Figure 1. I/O pins on the die edge.
Scale: 10 px per um. Pins as bars across the die edge, other pins in gray.
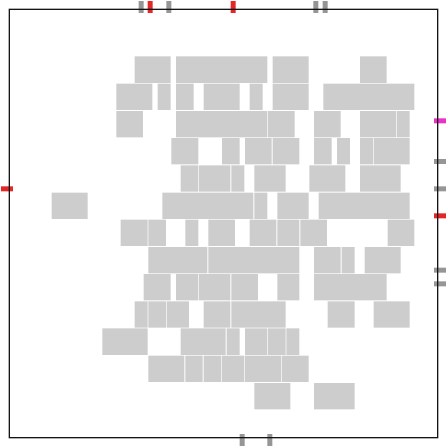
Figure 2. The metal 1 layer.
Scale: 12 px per um. Supply wires on this layer in gray.
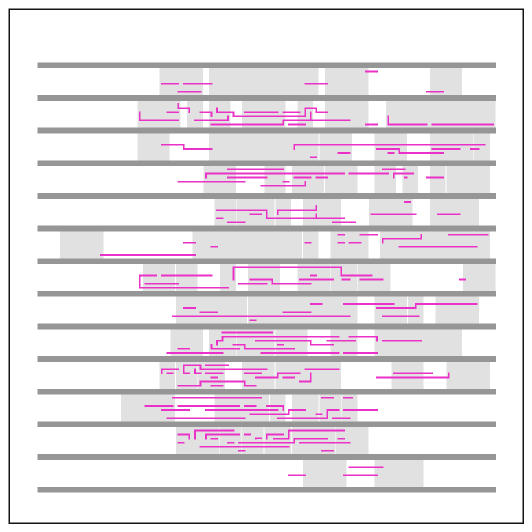
Figure 3. Routing congestion.
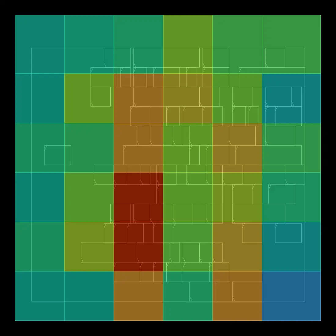
==> src/rtl/counter_defs.sv <==
// Shared constants for the up/down counter: direction encodings and
// parameter legality limits used by the elaboration-time check.
package counter_defs;

  localparam logic DIR_UP   = 1'b1;
  localparam logic DIR_DOWN = 1'b0;

  localparam int WIDTH_MIN   = 2;
  localparam int WIDTH_MAX   = 16;
  localparam int MODULUS_MIN = 2;

  function automatic bit params_legal(input int w, input int m);
    return (w >= WIDTH_MIN) && (w <= WIDTH_MAX) &&
           (m >= MODULUS_MIN) && (m <= (1 << w));
  endfunction

endpackage

==> src/rtl/t_flipflop.sv <==
// Single toggle flop with asynchronous active-high clear; one instance per
// counter bit.
module t_flipflop (
  input  logic i_clk,
  input  logic i_rst,
  input  logic i_t,
  output logic o_q,
  output logic o_qbar
);

  logic r_q;

  always_ff @(posedge i_clk or posedge i_rst) begin
    if (i_rst)    r_q <= 1'b0;
    else if (i_t) r_q <= ~r_q;
  end

  assign o_q    = r_q;
  assign o_qbar = ~r_q;

endmodule

==> src/rtl/synch_updown_counter_t.sv <==
// Modulo-N synchronous up/down counter with clamped parallel load, a
// combinational terminal count for cascading and a registered wrap pulse.
module synch_updown_counter_t
  import counter_defs::*;
#(
  parameter int WIDTH   = 4,
  parameter int MODULUS = 2**WIDTH
) (
  input  logic             clk,
  input  logic             rst,
  input  logic             en,
  input  logic             up_dn,
  input  logic             load,
  input  logic [WIDTH-1:0] load_val,
  output logic [WIDTH-1:0] count,
  output logic             tc,
  output logic             wrap
);

  if (!params_legal(WIDTH, MODULUS)) begin : g_param_check
    $error("synch_updown_counter_t: illegal WIDTH/MODULUS combination");
  end

  localparam logic [WIDTH-1:0] MAX_VAL = WIDTH'(MODULUS - 1);

  logic [WIDTH-1:0] w_q;
  logic [WIDTH-1:0] w_qbar;
  logic [WIDTH-1:0] w_next;
  logic [WIDTH-1:0] w_t;
  logic             w_is_zero;
  logic             w_is_max;
  logic             w_wrap_evt;
  logic             r_wrap;

  assign w_is_zero = &w_qbar;
  assign w_is_max  = (w_q == MAX_VAL);

  // tc doubles as the wrap event: both mean "an enabled count edge will roll over"
  assign tc = en & ~load & (((up_dn == DIR_UP)   & w_is_max) |
                            ((up_dn == DIR_DOWN) & w_is_zero));
  assign w_wrap_evt = tc;

  always_comb begin
    w_next = w_q;
    if (load) begin
      if (32'(load_val) >= 32'(MODULUS)) w_next = MAX_VAL;
      else                               w_next = load_val;
    end else if (en) begin
      if (up_dn == DIR_UP) w_next = w_is_max  ? '0      : w_q + 1'b1;
      else                 w_next = w_is_zero ? MAX_VAL : w_q - 1'b1;
    end
  end

  assign w_t = w_q ^ w_next;

  for (genvar i = 0; i < WIDTH; i++) begin : g_bit
    t_flipflop u_tff (
      .i_clk  (clk),
      .i_rst  (rst),
      .i_t    (w_t[i]),
      .o_q    (w_q[i]),
      .o_qbar (w_qbar[i])
    );
  end

  always_ff @(posedge clk or posedge rst) begin
    if (rst) r_wrap <= 1'b0;
    else     r_wrap <= w_wrap_evt;
  end

  assign count = w_q;
  assign wrap  = r_wrap;

endmodule

==> config.mk <==
export PLATFORM = sky130hd
export DESIGN_NAME = synch_updown_counter_t
export DESIGN_NICKNAME = d
export VERILOG_FILES = /design/src/rtl/counter_defs.sv /design/src/rtl/t_flipflop.sv /design/src/rtl/synch_updown_counter_t.sv
export SDC_FILE = /design/constraint.sdc
export NUM_CORES = 1
export LEC_CHECK = 0
export ABC_AREA = 0
export CORE_MARGIN = 2
export CORE_UTILIZATION = 29
export CTS_CLUSTER_SIZE = 24
export DETAILED_ROUTE_END_ITERATION = 8
export GPL_ROUTABILITY_DRIVEN = 0
export SYNTH_ARGS = -nofsm -noshare
export SYNTH_HDL_FRONTEND = slang
export SYNTH_SLANG_ARGS = --single-unit
==> constraint.sdc <==
create_clock -name clk -period 2.2 [get_ports clk]
set_input_delay 0.44 -clock clk [delete_from_list [all_inputs] [get_ports clk]]
set_output_delay 0.44 -clock clk [all_outputs]
set_load 0.02 [all_outputs]
==> flow_summary.json <==
{
  "outcome": "finished clean",
  "maxCapViolCount": 0,
  "synth-xor-area-share_pct": 4.035,
  "clockBufferDepth": 2,
  "fa_ha_area_share_pct": 8.646,
  "fin_cells": 91,
  "setup_tns_ns": 0,
  "vias": 446,
  "grtUsageMet3_pct": 6.809,
  "antenna_found_initial": 0,
  "dieWidth_um": 42.69,
  "drc": 0,
  "track_usage_pct": 14.02,
  "clockNetworkAreaShare_pct": 3.723,
  "cts-root-buf": "clkbuf_4",
  "drtAntennaViolNets": 0,
  "n_all_buffers": 28,
  "tritoncts": "built",
  "flops": 5,
  "final_max_slew_viol_count": 0,
  "yosysWarningCount": 0,
  "lay_top_cells": "14 x buf_4, 13 x clkdlybuf4s50_1, 5 x a21oi_1, 5 x dfrtp_1",
  "grt_max_degree": 10,
  "ir_worst_vdd_mv": 0.2867,
  "ys_seq_share_pct": 28.82,
  "dp.cells": 85,
  "yosys_most_used_dff": "dfrtp_1",
  "drive_gt1_share_pct": 34.21,
  "synth_top_cell_by_count": "inv_1",
  "post_cts_buffers": 0,
  "largest_register_ff_count": 4,
  "io_pins": 15,
  "cts.clk_slew.worst_paths_ns": 0.04,
  "p_per_area_mw_per_mm2": 567.6,
  "r2r-start": "g_bit[1].u_tff.o_q"
}
Notes on Figure 1 above:
port	color	pins	direction	edge
`rst`	magenta	1	input	east
`load_val`	red	4	input	2 north, 1 east, 1 west

Notes on Figure 2 above:
wire length on this layer	456 um
nets with wire on the layer	73

Notes on Figure 3 above:
final design utilization: 52.27%
M1 GR Usage: 15.54%
GR Util met2: 23.03%

==> report_power, final <==
part           internal, mW  switching, mW  leakage [nW]
sequential            0.102        0.00606        0.0614
combinational        0.0989         0.0861         0.240
clock                0.0686         0.0390        0.0150
==> worst min-delay path by stage <==
stage	from	endpoint	slack (ns)	cells after the start
after floorplan	rst	g_bit[0].u_tff.o_q	0.22	1
after global placement	g_bit[2].u_tff.o_q	wrap	0.61	2
after detailed placement	g_bit[2].u_tff.o_q	wrap	0.63	2
after CTS	rst	wrap	0.39	2
after global routing	rst	wrap	0.40	2
final	rst	wrap	0.39	2
==> critical path, delay by kind of cell (launching register included) <==
kind	cells	cell delay [ns]
compound gates	1	0.23
fa+ha+maj	1	0.13
buf+inv	2	0.23
flops	1	0.38
simple gates	2	0.45
Power figures rest on the tool's default switching activity, not on a simulated workload.
